**Run 1: signal wires on met3**

Scale bar: 100 µm.
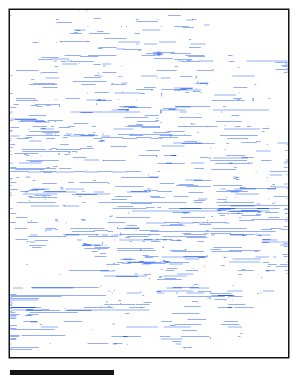
**Run 1: routed metal, one color a layer**

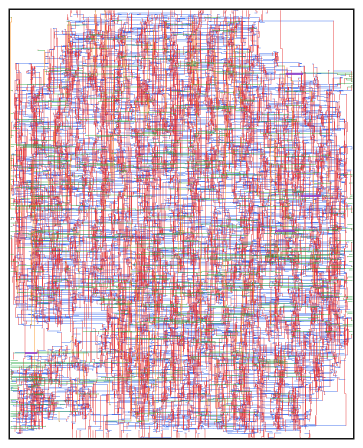
**Run 1: routed clock nets over the placement**

Scale bar: 100 µm.
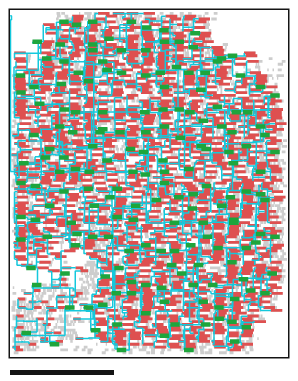
<file path="src/rtl/axis_packet_fifo.sv">
`default_nettype none
// ============================================================================
// Module   : axis_packet_fifo
// Brief    : Store-and-forward AXI4-Stream packet FIFO. A packet is presented
//            downstream only once its TLAST beat is stored; a packet longer
//            than DEPTH switches the FIFO to cut-through until its TLAST beat
//            drains, so the stream can never deadlock.
// Ports    : aclk, aresetn (sync, active-low)
//            s_axis_* : upstream AXI4-Stream slave (tvalid/tready/tdata/
//                       tkeep/tlast/tid/tdest/tuser)
//            m_axis_* : downstream AXI4-Stream master, same payload fields
//            level          : beats currently stored
//            pkt_count      : complete packets stored and not yet drained
//            oversize_count : cut-through fallbacks taken (saturating)
// Revision : 1.0 - initial release
// ============================================================================
module axis_packet_fifo #(
    parameter int DATA_WIDTH = 32,
    parameter int ID_WIDTH   = 4,
    parameter int DEST_WIDTH = 4,
    parameter int USER_WIDTH = 32,
    parameter int DEPTH      = 16
) (
    input  logic                         aclk,
    input  logic                         aresetn,
    input  logic                         s_axis_tvalid,
    output logic                         s_axis_tready,
    input  logic [DATA_WIDTH-1:0]        s_axis_tdata,
    input  logic [DATA_WIDTH/8-1:0]      s_axis_tkeep,
    input  logic                         s_axis_tlast,
    input  logic [ID_WIDTH-1:0]          s_axis_tid,
    input  logic [DEST_WIDTH-1:0]        s_axis_tdest,
    input  logic [USER_WIDTH-1:0]        s_axis_tuser,
    output logic                         m_axis_tvalid,
    input  logic                         m_axis_tready,
    output logic [DATA_WIDTH-1:0]        m_axis_tdata,
    output logic [DATA_WIDTH/8-1:0]      m_axis_tkeep,
    output logic                         m_axis_tlast,
    output logic [ID_WIDTH-1:0]          m_axis_tid,
    output logic [DEST_WIDTH-1:0]        m_axis_tdest,
    output logic [USER_WIDTH-1:0]        m_axis_tuser,
    output logic [$clog2(DEPTH+1)-1:0]   level,
    output logic [$clog2(DEPTH+1)-1:0]   pkt_count,
    output logic [15:0]                  oversize_count
);

    localparam int c_keep_w = DATA_WIDTH / 8;
    localparam int c_ptr_w  = $clog2(DEPTH) + 1;
    localparam int c_idx_w  = $clog2(DEPTH);
    localparam int c_cnt_w  = $clog2(DEPTH + 1);
    localparam int c_ent_w  = DATA_WIDTH + c_keep_w + 1 + ID_WIDTH + DEST_WIDTH + USER_WIDTH;

    localparam logic [c_ptr_w-1:0] c_ptr_one = c_ptr_w'(1);
    localparam logic [c_cnt_w-1:0] c_cnt_one = c_cnt_w'(1);
    localparam logic [c_cnt_w-1:0] c_full_lv = c_cnt_w'(DEPTH);
    localparam logic [15:0]        c_ovf_max = 16'hFFFF;

    // Packet-gating FSM
    localparam logic [0:0] c_st_store = 1'b0;
    localparam logic [0:0] c_st_cut   = 1'b1;

    logic [c_ent_w-1:0]    r_mem [DEPTH];
    logic [c_ptr_w-1:0]    r_wr_ptr;
    logic [c_ptr_w-1:0]    r_rd_ptr;
    logic [c_cnt_w-1:0]    r_level;
    logic [c_cnt_w-1:0]    r_pkt_count;
    logic [15:0]           r_oversize_count;
    logic [0:0]            r_state;
    logic [0:0]            w_state_next;

    logic                  w_full;
    logic                  w_empty;
    logic                  w_wr_en;
    logic                  w_rd_en;
    logic                  w_m_valid;
    logic                  w_cut;
    logic                  w_enter_cut;
    logic                  w_pkt_inc;
    logic                  w_pkt_dec;
    logic [c_ent_w-1:0]    w_wr_entry;
    logic [c_ent_w-1:0]    w_rd_entry;

    logic [DATA_WIDTH-1:0] w_rd_data;
    logic [c_keep_w-1:0]   w_rd_keep;
    logic                  w_rd_last;
    logic [ID_WIDTH-1:0]   w_rd_id;
    logic [DEST_WIDTH-1:0] w_rd_dest;
    logic [USER_WIDTH-1:0] w_rd_user;

    // ------------------------------------------------------------------------
    // Status and handshakes
    // ------------------------------------------------------------------------
    assign w_full        = (r_level == c_full_lv);
    assign w_empty       = (r_level == '0);
    assign s_axis_tready = aresetn && !w_full;
    assign w_wr_en       = s_axis_tvalid && s_axis_tready;

    // Head beat is offered only when a whole packet is stored, or while an
    // oversize packet is being streamed through.
    assign w_m_valid     = aresetn && !w_empty && ((r_pkt_count != '0) || w_cut);
    assign w_rd_en       = w_m_valid && m_axis_tready;

    assign w_pkt_inc     = w_wr_en && s_axis_tlast;
    assign w_pkt_dec     = w_rd_en && w_rd_last;

    // ------------------------------------------------------------------------
    // Storage
    // ------------------------------------------------------------------------
    assign w_wr_entry = {s_axis_tdata, s_axis_tkeep, s_axis_tlast,
                         s_axis_tid, s_axis_tdest, s_axis_tuser};
    assign w_rd_entry = r_mem[r_rd_ptr[c_idx_w-1:0]];
    assign {w_rd_data, w_rd_keep, w_rd_last, w_rd_id, w_rd_dest, w_rd_user} = w_rd_entry;

    always_ff @(posedge aclk) begin
        if (w_wr_en) begin
            r_mem[r_wr_ptr[c_idx_w-1:0]] <= w_wr_entry;
        end
    end

    // Payload is forced to zero whenever no beat is being offered.
    assign m_axis_tvalid = w_m_valid;
    assign m_axis_tdata  = w_m_valid ? w_rd_data : '0;
    assign m_axis_tkeep  = w_m_valid ? w_rd_keep : '0;
    assign m_axis_tlast  = w_m_valid ? w_rd_last : 1'b0;
    assign m_axis_tid    = w_m_valid ? w_rd_id   : '0;
    assign m_axis_tdest  = w_m_valid ? w_rd_dest : '0;
    assign m_axis_tuser  = w_m_valid ? w_rd_user : '0;

    // ------------------------------------------------------------------------
    // FSM: state register
    // ------------------------------------------------------------------------
    always_ff @(posedge aclk) begin
        if (!aresetn) begin
            r_state <= c_st_store;
        end else begin
            r_state <= w_state_next;
        end
    end

    // ------------------------------------------------------------------------
    // FSM: next state
    // A full FIFO with no complete packet can only make progress by
    // streaming the partial packet out, so fall back to cut-through.
    // ------------------------------------------------------------------------
    always_comb begin
        w_state_next = r_state;
        case (r_state)
            c_st_store: begin
                if (w_full && (r_pkt_count == '0)) begin
                    w_state_next = c_st_cut;
                end
            end
            c_st_cut: begin
                if (w_rd_en && w_rd_last) begin
                    w_state_next = c_st_store;
                end
            end
            default: w_state_next = c_st_store;
        endcase
    end

    // ------------------------------------------------------------------------
    // FSM: outputs
    // ------------------------------------------------------------------------
    always_comb begin
        w_cut       = (r_state == c_st_cut);
        w_enter_cut = (r_state == c_st_store) && w_full && (r_pkt_count == '0);
    end

    // ------------------------------------------------------------------------
    // Pointers and counters
    // ------------------------------------------------------------------------
    always_ff @(posedge aclk) begin
        if (!aresetn) begin
            r_wr_ptr         <= '0;
            r_rd_ptr         <= '0;
            r_level          <= '0;
            r_pkt_count      <= '0;
            r_oversize_count <= '0;
        end else begin
            if (w_wr_en) begin
                r_wr_ptr <= r_wr_ptr + c_ptr_one;
            end
            if (w_rd_en) begin
                r_rd_ptr <= r_rd_ptr + c_ptr_one;
            end

            case ({w_wr_en, w_rd_en})
                2'b10:   r_level <= r_level + c_cnt_one;
                2'b01:   r_level <= r_level - c_cnt_one;
                default: r_level <= r_level;
            endcase

            case ({w_pkt_inc, w_pkt_dec})
                2'b10:   r_pkt_count <= r_pkt_count + c_cnt_one;
                2'b01:   r_pkt_count <= r_pkt_count - c_cnt_one;
                default: r_pkt_count <= r_pkt_count;
            endcase

            if (w_enter_cut && (r_oversize_count != c_ovf_max)) begin
                r_oversize_count <= r_oversize_count + 16'd1;
            end
        end
    end

    assign level          = r_level;
    assign pkt_count      = r_pkt_count;
    assign oversize_count = r_oversize_count;

endmodule
`default_nettype wire

</file>
<file path="config.mk">
export PLATFORM = sky130hd
export DESIGN_NAME = axis_packet_fifo
export DESIGN_NICKNAME = d
export VERILOG_FILES = /design/src/rtl/axis_packet_fifo.sv
export SDC_FILE = /design/constraint.sdc
export NUM_CORES = 1
export LEC_CHECK = 0
export ABC_AREA = 1
export CORE_ASPECT_RATIO = 1.25
export CORE_UTILIZATION = 57
export CTS_CLUSTER_DIAMETER = 200
export CTS_CLUSTER_SIZE = 8
export DETAILED_ROUTE_END_ITERATION = 16
export PLACE_DENSITY_LB_ADDON = 0.2
export SLEW_MARGIN = 20
export SYNTH_ARGS = -nofsm -noshare
export SYNTH_HDL_FRONTEND = slang
export SYNTH_SLANG_ARGS = --single-unit
export TNS_END_PERCENT = 5
</file>
<file path="constraint.sdc">
create_clock -name aclk -period 15.5 [get_ports aclk]
set_clock_uncertainty 0.05 [all_clocks]
set_input_delay 3.1 -clock aclk [delete_from_list [all_inputs] [get_ports aclk]]
set_output_delay 3.1 -clock aclk [all_outputs]
set_load 0.05 [all_outputs]
</file>
==> results.cfg, run 1 <==
; yosys + openroad results
[status]
status = finished clean

[clock_tree]
htreeDepth = 4
cts_tree = done
ctsHoldBuffers = 0
cts.sinks = 1271

[placement]
dp_cells = 4756
pre_cts_slack_ns = 6.251
io_buffers = 185

[critical_path]
worst-path-stages = 7
start_kind = input pin
crit_path_cell_trace = clkdlybuf4s50_1 > buf_4 > nand3_4 > inv_2 > o31ai_1 > nor2_1 > clkdlybuf4s50_1
arrival_ns = 6.01
critical-path-top-cell-by-count = clkdlybuf4s50_1
cp_slowest_cell = clkdlybuf4s50_1
cp_max_fo = 27
worstSetupStartpoint = aresetn
rr_worst_depth = 17

[grt]
grt.busiest_layer = met2
grt_max_degree = 237
grt_use_total_pct = 28.21
overflow = 0

[power]
power_density_mw_per_mm2 = 136.7
p_comb_share_pct = 8.7
internal_power_mw = 6.035
pwr-share-clk_pct = 42.9

[yosys]
synth-warning-count = 0
yosys_area_mm2 = 0.05017
ys_types = 47
ys_seq_share_pct = 75.29
fp_nets = 3710
synth.cellmix.compoundShare_pct = 13.46

[finish]
buffer_area_share_pct = 3.971
diodes = 8
final_cells = 4971
fin_area_mm2 = 0.05760
lay_top_count = edfxtp_1
final_nets = 3861

[final_timing]
hold_violations = 0
fmax_mhz = 109.1
fin_crit_sh_pct = 59.12
setup_viol = 0
finalSetupTns_ns = 0
tightest_slew_ns = 1.275

[run]
warnings = 51
drv_cap = 0

[floorplanning]
die-area_mm2 = 0.08922
nWellTaps = 1168

[routing]
antenna_left = 0
viasPerCell = 6.356
## Picture notes: 'signal wires on met3'
nets with wire on the layer	330
main direction	horizontal

## Picture notes: 'routed metal, one color a layer'
color	layer	wire length
blue	met1	50.1 mm
green	met3	9730 µm
orange	met4	3670 µm
purple	met5	47.8 µm
red	met2	61.6 mm

## Picture notes: 'routed clock nets over the placement'
[cyan] clock wires | length: 14200 µm
[red] flip-flops | count: 1271
[green] cells driving clock nets | count: 176
routed clock nets	177

**Run 1: cell outlines without signal wires**

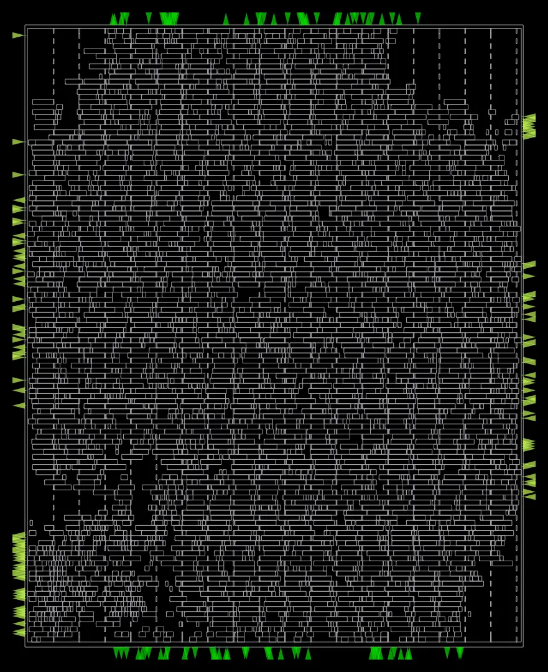

==> run 2, diff against run 1 <==
--- a/config.mk
+++ b/config.mk
@@ -7,7 +7,7 @@
 export LEC_CHECK = 0
 export ABC_AREA = 1
 export CORE_ASPECT_RATIO = 1.25
-export CORE_UTILIZATION = 57
+export CORE_UTILIZATION = 55
 export CTS_CLUSTER_DIAMETER = 200
 export CTS_CLUSTER_SIZE = 8
 export DETAILED_ROUTE_END_ITERATION = 16
==> constraint.sdc (replaced) <==
create_clock -name aclk -period 7.75 [get_ports aclk]
set_clock_uncertainty 0.05 [all_clocks]
set_input_delay 1.55 -clock aclk [delete_from_list [all_inputs] [get_ports aclk]]
set_output_delay 1.55 -clock aclk [all_outputs]
set_load 0.05 [all_outputs]
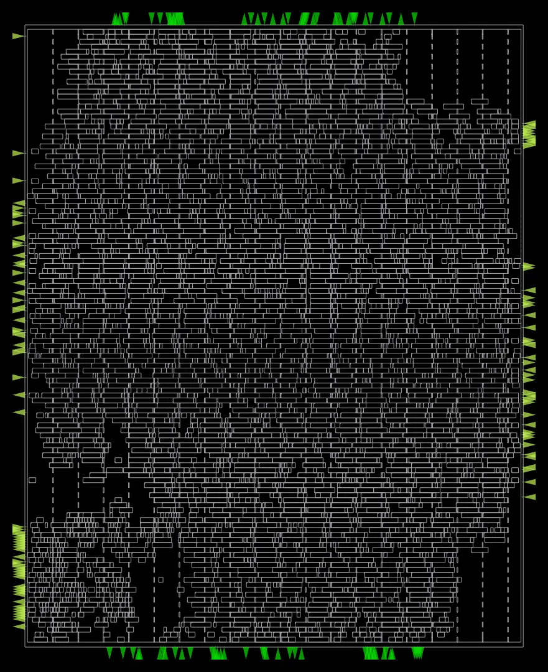
**Above:** run 2 (cell outlines without signal wires).
Fillers: 6648
Core ar.: 0.09018 mm²
Post-Layout Cell Count: 4980
FFs & Latches: 1271
final core utilization: 63.95%

==> results.cfg, run 2 <==
; yosys + openroad results
[status]
status = finished clean

[final_timing]
tightest_slew_ns = 1.107
hold_violations = 0
fin_crit_sh_pct = 82.72
setup_viol = 0
finalSetupTns_ns = 0

[clock_tree]
cts.sinks = 1271
htreeDepth = 4
ctsHoldBuffers = 0

[grt]
grt_use_total_pct = 26.97
grt_max_degree = 217
grt.busiest_layer = met2
overflow = 0

[run]
drv_cap = 0

[critical_path]
cp_max_fo = 186
worst-path-stages = 7
rr_worst_depth = 17
cp_slowest_cell = dfxtp_4
crit_path_cell_trace = clkinv_8 > buf_12 > a21oi_1 > a221oi_1 > o31ai_1 > nor2_1 > clkdlybuf4s50_1

[yosys]
ys_types = 47
synth-warning-count = 0
yosys_area_mm2 = 0.05017

[placement]
io_buffers = 185

[finish]
fin_area_mm2 = 0.05767
final_nets = 3854
diodes = 10

[power]
power_density_mw_per_mm2 = 271.8
pwr-share-clk_pct = 42.6
internal_power_mw = 12.04

[routing]
viasPerCell = 6.326
antenna_left = 0

[floorplanning]
nWellTaps = 1187
die-area_mm2 = 0.09245
Power figures rest on the tool's default switching activity, not on a simulated workload.
